[src/rtl/act_pkg.sv]
// Shared types for the streaming activation unit: activation mode encoding.
package act_pkg;

   typedef enum logic [1:0] {
      ACT_BYPASS = 2'd0,
      ACT_RELU   = 2'd1,
      ACT_LEAKY  = 2'd2,
      ACT_CLIP   = 2'd3
   } act_mode_t;

endpackage

[src/rtl/act_relu_stream_if.sv]
// Handshake bundle for act_relu_stream: input beat stream plus output beat stream.
interface act_relu_stream_if
   import act_pkg::*;
#(
   parameter int D_WIDTH = 16,
   parameter int LANES   = 4
);
   logic                       in_valid;
   logic                       in_ready;
   logic [LANES*D_WIDTH-1:0]   in_data;
   act_mode_t                  in_mode;
   logic [D_WIDTH-2:0]         cfg_clip;
   logic                       out_valid;
   logic                       out_ready;
   logic [LANES*D_WIDTH-1:0]   out_data;

   // master: the surrounding datapath (producer upstream, consumer downstream)
   modport master (
      output in_valid, in_data, in_mode, cfg_clip, out_ready,
      input  in_ready, out_valid, out_data
   );

   // slave: the activation unit itself
   modport slave (
      input  in_valid, in_data, in_mode, cfg_clip, out_ready,
      output in_ready, out_valid, out_data
   );
endinterface

[src/rtl/act_lane.sv]
// Combinational single-lane activation: bypass, ReLU, leaky ReLU (arithmetic shift), clipped ReLU.
module act_lane
   import act_pkg::*;
#(
   parameter int D_WIDTH    = 16,
   parameter int LEAK_SHIFT = 3
) (
   input  logic signed [D_WIDTH-1:0] x,
   input  act_mode_t                 mode,
   input  logic        [D_WIDTH-2:0] clip,
   output logic signed [D_WIDTH-1:0] y
);
   logic signed [D_WIDTH-1:0] clip_ext;
   logic                      x_neg;

   // Ceiling is unsigned, so zero-extending keeps it non-negative as a signed word.
   assign clip_ext = $signed({1'b0, clip});
   assign x_neg    = x[D_WIDTH-1];

   always_comb begin
      y = x;
      case (mode)
         ACT_BYPASS: y = x;
         ACT_RELU:   y = x_neg ? '0 : x;
         ACT_LEAKY:  y = x_neg ? (x >>> LEAK_SHIFT) : x;
         ACT_CLIP:   y = x_neg ? '0 : ((x > clip_ext) ? clip_ext : x);
         default:    y = x;
      endcase
   end
endmodule

[src/rtl/act_relu_stream.sv]
// Two-stage valid/ready activation pipeline over LANES words; ACT_ZCNT_EN adds a zero-result counter.
module act_relu_stream
   import act_pkg::*;
#(
   parameter int D_WIDTH    = 16,
   parameter int LANES      = 4,
   parameter int LEAK_SHIFT = 3
) (
   input  logic                clk,
   input  logic                rst,
`ifdef ACT_ZCNT_EN
   input  logic                zero_cnt_clr,
   output logic [31:0]         zero_cnt,
`endif
   act_relu_stream_if.slave    bus
);
   localparam int W = LANES * D_WIDTH;

   logic               s1_valid_q, s1_valid_d;
   logic [W-1:0]       s1_data_q,  s1_data_d;
   act_mode_t          s1_mode_q,  s1_mode_d;
   logic [D_WIDTH-2:0] s1_clip_q,  s1_clip_d;
   logic               s2_valid_q, s2_valid_d;
   logic [W-1:0]       s2_data_q,  s2_data_d;

   logic               s1_rdy;
   logic               s2_rdy;
   logic [W-1:0]       lane_y;

   assign s2_rdy       = !s2_valid_q || bus.out_ready;
   assign s1_rdy       = !s1_valid_q || s2_rdy;
   assign bus.in_ready = s1_rdy;
   assign bus.out_valid = s2_valid_q;
   assign bus.out_data  = s2_data_q;

   for (genvar gi = 0; gi < LANES; gi++) begin : g_lane
      act_lane #(
         .D_WIDTH    (D_WIDTH),
         .LEAK_SHIFT (LEAK_SHIFT)
      ) u_lane (
         .x    (s1_data_q[gi*D_WIDTH +: D_WIDTH]),
         .mode (s1_mode_q),
         .clip (s1_clip_q),
         .y    (lane_y[gi*D_WIDTH +: D_WIDTH])
      );
   end

   always_comb begin
      s1_valid_d = s1_valid_q;
      s1_data_d  = s1_data_q;
      s1_mode_d  = s1_mode_q;
      s1_clip_d  = s1_clip_q;
      s2_valid_d = s2_valid_q;
      s2_data_d  = s2_data_q;

      // Mode and clip travel with their beat, so later changes cannot reach it.
      if (s1_rdy) begin
         s1_valid_d = bus.in_valid;
         if (bus.in_valid) begin
            s1_data_d = bus.in_data;
            s1_mode_d = bus.in_mode;
            s1_clip_d = bus.cfg_clip;
         end
      end

      if (s2_rdy) begin
         s2_valid_d = s1_valid_q;
         if (s1_valid_q) begin
            s2_data_d = lane_y;
         end
      end
   end

   always_ff @(posedge clk) begin
      if (rst) begin
         s1_valid_q <= 1'b0;
         s1_data_q  <= '0;
         s1_mode_q  <= ACT_BYPASS;
         s1_clip_q  <= '0;
         s2_valid_q <= 1'b0;
         s2_data_q  <= '0;
      end else begin
         s1_valid_q <= s1_valid_d;
         s1_data_q  <= s1_data_d;
         s1_mode_q  <= s1_mode_d;
         s1_clip_q  <= s1_clip_d;
         s2_valid_q <= s2_valid_d;
         s2_data_q  <= s2_data_d;
      end
   end

`ifdef ACT_ZCNT_EN
   localparam int ZW = $clog2(LANES + 1);

   logic [LANES-1:0] lane_zero;
   logic [ZW-1:0]    zero_lanes;
   logic [32:0]      zero_sum;
   logic             out_xfer;
   logic [31:0]      zero_cnt_q, zero_cnt_d;

   for (genvar gi = 0; gi < LANES; gi++) begin : g_zero
      assign lane_zero[gi] = (s2_data_q[gi*D_WIDTH +: D_WIDTH] == '0);
   end

   assign out_xfer = s2_valid_q && bus.out_ready;
   assign zero_cnt = zero_cnt_q;

   always_comb begin
      zero_lanes = '0;
      for (int i = 0; i < LANES; i++) begin
         zero_lanes = zero_lanes + ZW'(lane_zero[i]);
      end
      zero_sum   = {1'b0, zero_cnt_q} + 33'(zero_lanes);
      zero_cnt_d = zero_cnt_q;
      // Clear beats a same-cycle increment; the carry bit signals saturation.
      if (zero_cnt_clr) begin
         zero_cnt_d = '0;
      end else if (out_xfer) begin
         zero_cnt_d = zero_sum[32] ? '1 : zero_sum[31:0];
      end
   end

   always_ff @(posedge clk) begin
      if (rst) begin
         zero_cnt_q <= '0;
      end else begin
         zero_cnt_q <= zero_cnt_d;
      end
   end
`endif
endmodule
[src/flat_wrapper.sv]
// flat-port wrapper written by rule: the top's interface ports become plain ports
module act_relu_stream_flat import act_pkg::*;
#(
   parameter int D_WIDTH    = 16,
   parameter int LANES      = 4,
   parameter int LEAK_SHIFT = 3
)
  (clk, rst, bus_in_valid, bus_in_data, bus_in_mode, bus_cfg_clip, bus_out_ready, bus_in_ready, bus_out_valid, bus_out_data);
  act_relu_stream_if #(.D_WIDTH(D_WIDTH), .LANES(LANES)) bus_i ();
  input  logic clk;
  input  logic rst;
  input wire logic [$bits(bus_i.in_valid)-1:0] bus_in_valid;
  input wire logic [$bits(bus_i.in_data)-1:0] bus_in_data;
  input wire logic [$bits(bus_i.in_mode)-1:0] bus_in_mode;
  input wire logic [$bits(bus_i.cfg_clip)-1:0] bus_cfg_clip;
  input wire logic [$bits(bus_i.out_ready)-1:0] bus_out_ready;
  output wire logic [$bits(bus_i.in_ready)-1:0] bus_in_ready;
  output wire logic [$bits(bus_i.out_valid)-1:0] bus_out_valid;
  output wire logic [$bits(bus_i.out_data)-1:0] bus_out_data;
  assign bus_i.in_valid = bus_in_valid;
  assign bus_i.in_data = bus_in_data;
  assign bus_i.in_mode = bus_in_mode;
  assign bus_i.cfg_clip = bus_cfg_clip;
  assign bus_i.out_ready = bus_out_ready;
  assign bus_in_ready = bus_i.in_ready;
  assign bus_out_valid = bus_i.out_valid;
  assign bus_out_data = bus_i.out_data;
  act_relu_stream #(.D_WIDTH(D_WIDTH), .LANES(LANES), .LEAK_SHIFT(LEAK_SHIFT)) u_core (.clk(clk), .rst(rst), .bus(bus_i));
endmodule
[config.mk]
export PLATFORM = sky130hd
export DESIGN_NAME = act_relu_stream_flat
export DESIGN_NICKNAME = d
export VERILOG_FILES = /design/src/rtl/act_pkg.sv /design/src/rtl/act_relu_stream_if.sv /design/src/rtl/act_lane.sv /design/src/rtl/act_relu_stream.sv /design/src/flat_wrapper.sv
export SDC_FILE = /design/constraint.sdc
export NUM_CORES = 1
export LEC_CHECK = 0
export CORE_UTILIZATION = 53
export CTS_BUF_LIST = sky130_fd_sc_hd__clkbuf_8
export DETAILED_ROUTE_END_ITERATION = 8
export PLACE_DENSITY = 0.85
export SYNTH_ARGS = -nofsm -noshare
export SYNTH_HDL_FRONTEND = slang
export SYNTH_HIERARCHICAL = 1
export SYNTH_SLANG_ARGS = --single-unit
[constraint.sdc]
create_clock -name clk -period 4.4 [get_ports clk]
set_clock_uncertainty 0.05 [all_clocks]
set_input_delay 0.66 -clock clk [delete_from_list [all_inputs] [get_ports clk]]
set_output_delay 0.66 -clock clk [all_outputs]
set_load 0.005 [all_outputs]
==> flow_summary.ini <==
; flow metrics
[finish]
clk_share_pct = 3.001
signal_buffers = 164
final_cell_mix = a21oi_1 (204), nand2b_1 (199), clkdlybuf4s50_1 (149)
nMultiInputCombCells = 1030
sh_comb_area_pct = 55.32
fillers = 1678
nets = 1582
seqCellArea_um2 = 2949
area_growth_pct = 16.89
sh_seq_area_pct = 23.57
clkbuf_count = 21
antennaDiodeCount = 1
final_common_cell = a21oi_1
bufAreaShareNonClock_pct = 13.12
ff_count = 147
logic_area_um2 = 6920
nNonClkInverters = 77
layout-drive-gt1-share_pct = 5.241
dominant_cells = combinational gates

[min_path]
min_from = u_core/bus.out_data[40]$_SDFFE_PP0P_
hold_depth = 2
hold_path.class = register to register
min_to = u_core/bus.out_data[40]$_SDFFE_PP0P_

[synth]
common_cells = a21oi_1 (204), nand2b_1 (200), dfxtp_1 (147)
synth_top_cell_by_count = a21oi_1
netlist.area_leader.share_pct = 27.50
ys_types = 48
yosys.stat.chipArea_um2 = 10700
synth_area_um2 = 10700
synthCells = 1361
ys.warnings.count = 6
fp_nets = 1506
async_reset_ff_share_pct = 0
ys_cells = 1361
top_area_cell = dfxtp_1
ff_type = dfxtp_1
topCellsByArea = dfxtp_1 (27%), nand2b_1 (12%), a21oi_1 (9.5%)
yosysSeqAreaShare_pct = 27.50
synth-seq-cells = 147
synth_area_per_cell_um2 = 7.863
edf_count = 0

[final_timing]
period_needed_ns = 3.299
finalHoldViolations = 0
worst_pin_slew_ns = 1.140
setup_viol = 0
fmax_mhz = 303.2
post-route-period-util_pct = 74.97
relSlewSlack_pct = 23.86
drv_slew = 0
rsz0062_at_grt = false
tns_ns = 0

[worst_setup_path]
critPathArrivalTime_ns = 3.64
path_class = register to register
reg2reg_from = u_core/s1_clip_q[10]$_SDFFE_PP0P_
worstReg2RegEnd = u_core/bus.out_data[48]$_SDFFE_PP0P_
r2r_cells = 10
worstPathRequired_ns = 4.74
path_max_fanout = 24
worstSetupStartpointType = register
critical_path.endpoint_type = register
rrSetupSlack_ns = 1.10

[pwr]
p_int_w = 0.002374
swShare_pct = 33.79
leakagePower_nw = 4.730
total_power_w = 0.003586
combPwrFrac_pct = 28.1
cellPowerDensity_nw_per_um2 = 286.7
power.switching_w = 0.001212
p_seq_share_pct = 43.0

[die]
fp_util_pct = 54.45
ios = 151
dieArea_um2 = 20760
rows = 51
nWellTaps = 265

[cts]
cts_made_buffers = 17
cts_tree = done
cts_setup_buffers = 0
h-tree-depth = 4
cts_resized = 0
clockBufferDepth = 2
cts-root-buf = clkbuf_8
hold_buffers = 0
clkTransAtPathRegs_ns = 0.08
cts.sinks = 147

[placed_design]
dpl.hpwl_mm = 20.20
io_buffers = 150
gp_congestion = 0.8749

[route]
drtIter0Drc = 1044
routed_wirelength_mm = 30.14
firstDrtPassIters = 5
vias_per_cell = 6.019
antenna_left = 0
num_vias = 10329
drc = 0
wl_per_cell_um = 17.56

[grt]
grt_max_degree = 122
grt_pass1_vias = 9529
antenna_found_initial = 1
grt_pass1_wl_mm = 48.13
track_usage_pct = 29.34
gr-total-overflow = 0

[flow_run]
drv_cap = 0
warning_count = 28

[status]
status = complete, no violations
-- power groups by stage --
| stage | Sequential [W] | Combinational, W | Clock (W) |
|---|---|---|---|
| after floorplan | 0.00151 | 0.000770 | 0 |
| after global placement | 0.00156 | 0.000960 | 0 |
| after detailed placement | 0.00156 | 0.000993 | 0 |
| after CTS | 0.00153 | 0.000999 | 0.00105 |
| after global routing | 0.00155 | 0.00111 | 0.00111 |
| final | 0.00154 | 0.00101 | 0.00104 |
-- worst max-delay path, cell delays in order, from the launching register on --
cell       delay, ns
dfxtp_1         0.66
inv_1           0.15
ha_1            0.32
nand2_1         0.10
nor4_4          0.30
o21ai_2         0.13
a311oi_4        0.89
o21ai_1         0.21
a2bb2oi_2       0.18
nand3_1         0.09
a21oi_1         0.15
-- per-layer routing --
layer  share of wire, %  routed length, um  track usage (%)  up-vias
li1                   -                  -                -     4945
met4                3.2                959            13.89        0
met3                8.0               2401            4.834       65
met1                 43              12880            37.76     4830
met5                  0                  0                0        -
met2                 46              13900            47.70      489
-- kinds of logic (layout without fill, tap and decap cells) --
kind of cell | Yosys count | after routing | synth area share, %
compound gates | 447 | 447 | 25.36
fa+ha+maj | 60 | 60 | 7.015
buf+inv | 184 | 273 | 7.962
flops | 147 | 147 | 27.50
mux | 96 | 96 | 8.979
other cells | 0 | 1 | 0
simple gates | 427 | 427 | 23.18
-- through the flow --
step                      utilization (%)  setup slack, ns  hold WS (ns)  instances  instance area, um2
after floorplan                         -            1.971        0.4086       1361               10700
after global placement              61.73            1.294        0.4129       1683               12130
after detailed placement            61.73            1.214        0.4162       1683               12130
after CTS                           63.64            1.199        0.4272       1715               12510
after global routing                63.65           0.8986        0.4479       1716               12510
final                               63.65            1.101        0.4270       1716               12510
-- flip-flops by register name (all words and copies together), names as in the netlist --
| register | count |
|---|---|
| u_core/bus.out_data | 64 |
| u_core/bus.out_valid | 1 |
| u_core/s1_clip_q | 15 |
| u_core/s1_data_q | 64 |
| u_core/s1_mode_q | 2 |
| u_core/s1_valid_q | 1 |
-- worst max path at each step --
stage | from | end | slack [ns] | cells after the start
5_1_grt | u_core/s1_clip_q[14]$_SDFFE_PP0P_ | u_core/bus.out_data[58]$_SDFFE_PP0P_ | 0.90 | 10
3_5_place_dp | u_core/s1_clip_q[14]$_SDFFE_PP0P_ | u_core/bus.out_data[49]$_SDFFE_PP0P_ | 1.21 | 10
6_report | u_core/s1_clip_q[10]$_SDFFE_PP0P_ | u_core/bus.out_data[48]$_SDFFE_PP0P_ | 1.10 | 10
4_1_cts | u_core/s1_clip_q[14]$_SDFFE_PP0P_ | u_core/bus.out_data[48]$_SDFFE_PP0P_ | 1.20 | 10
3_3_place_gp | u_core/s1_clip_q[14]$_SDFFE_PP0P_ | u_core/bus.out_data[49]$_SDFFE_PP0P_ | 1.29 | 10
2_1_floorplan | u_core/s1_clip_q[14]$_SDFFE_PP0P_ | u_core/bus.out_data[59]$_SDFFE_PP0P_ | 1.97 | 11
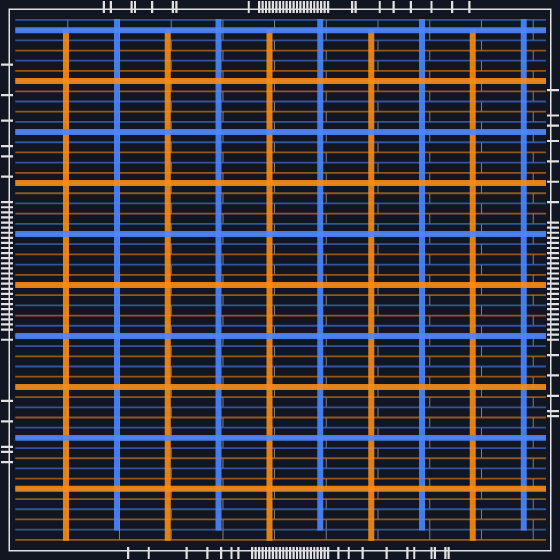
*Power grid*
Pins as bars on the die edge. Tap cells in grey.
legend:
  VSS:
    colour: orange
  VDD:
    colour: blue
tap cells: 265
signal pins: 151
met5 straps: 10
rows: 51
met4 straps: 10
Core ar.: 19650 um2
Die Y: 144.1 um
die width: 144.1 um
Peak VDD IR: 0.0001836 V

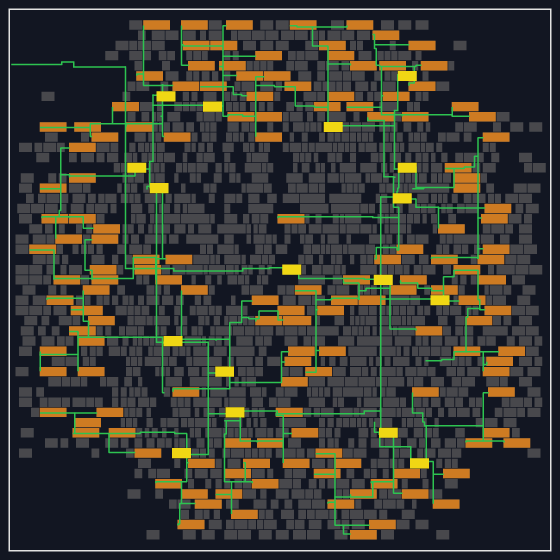
*Clock distribution*
legend:
  clock wires:
    colour: green
    length: 1980 um
  clock drivers:
    colour: yellow
    count: 17
  flip-flops:
    colour: orange
    count: 147
routed clock nets: 18
flops lie: widely spread
Clk Latency, worst-skew pair: 0.47 ns
Clock Power Share: 28.9%
clk pwr: 0.00104 W

No activity file was given, so power comes from the tool's default toggle rates.
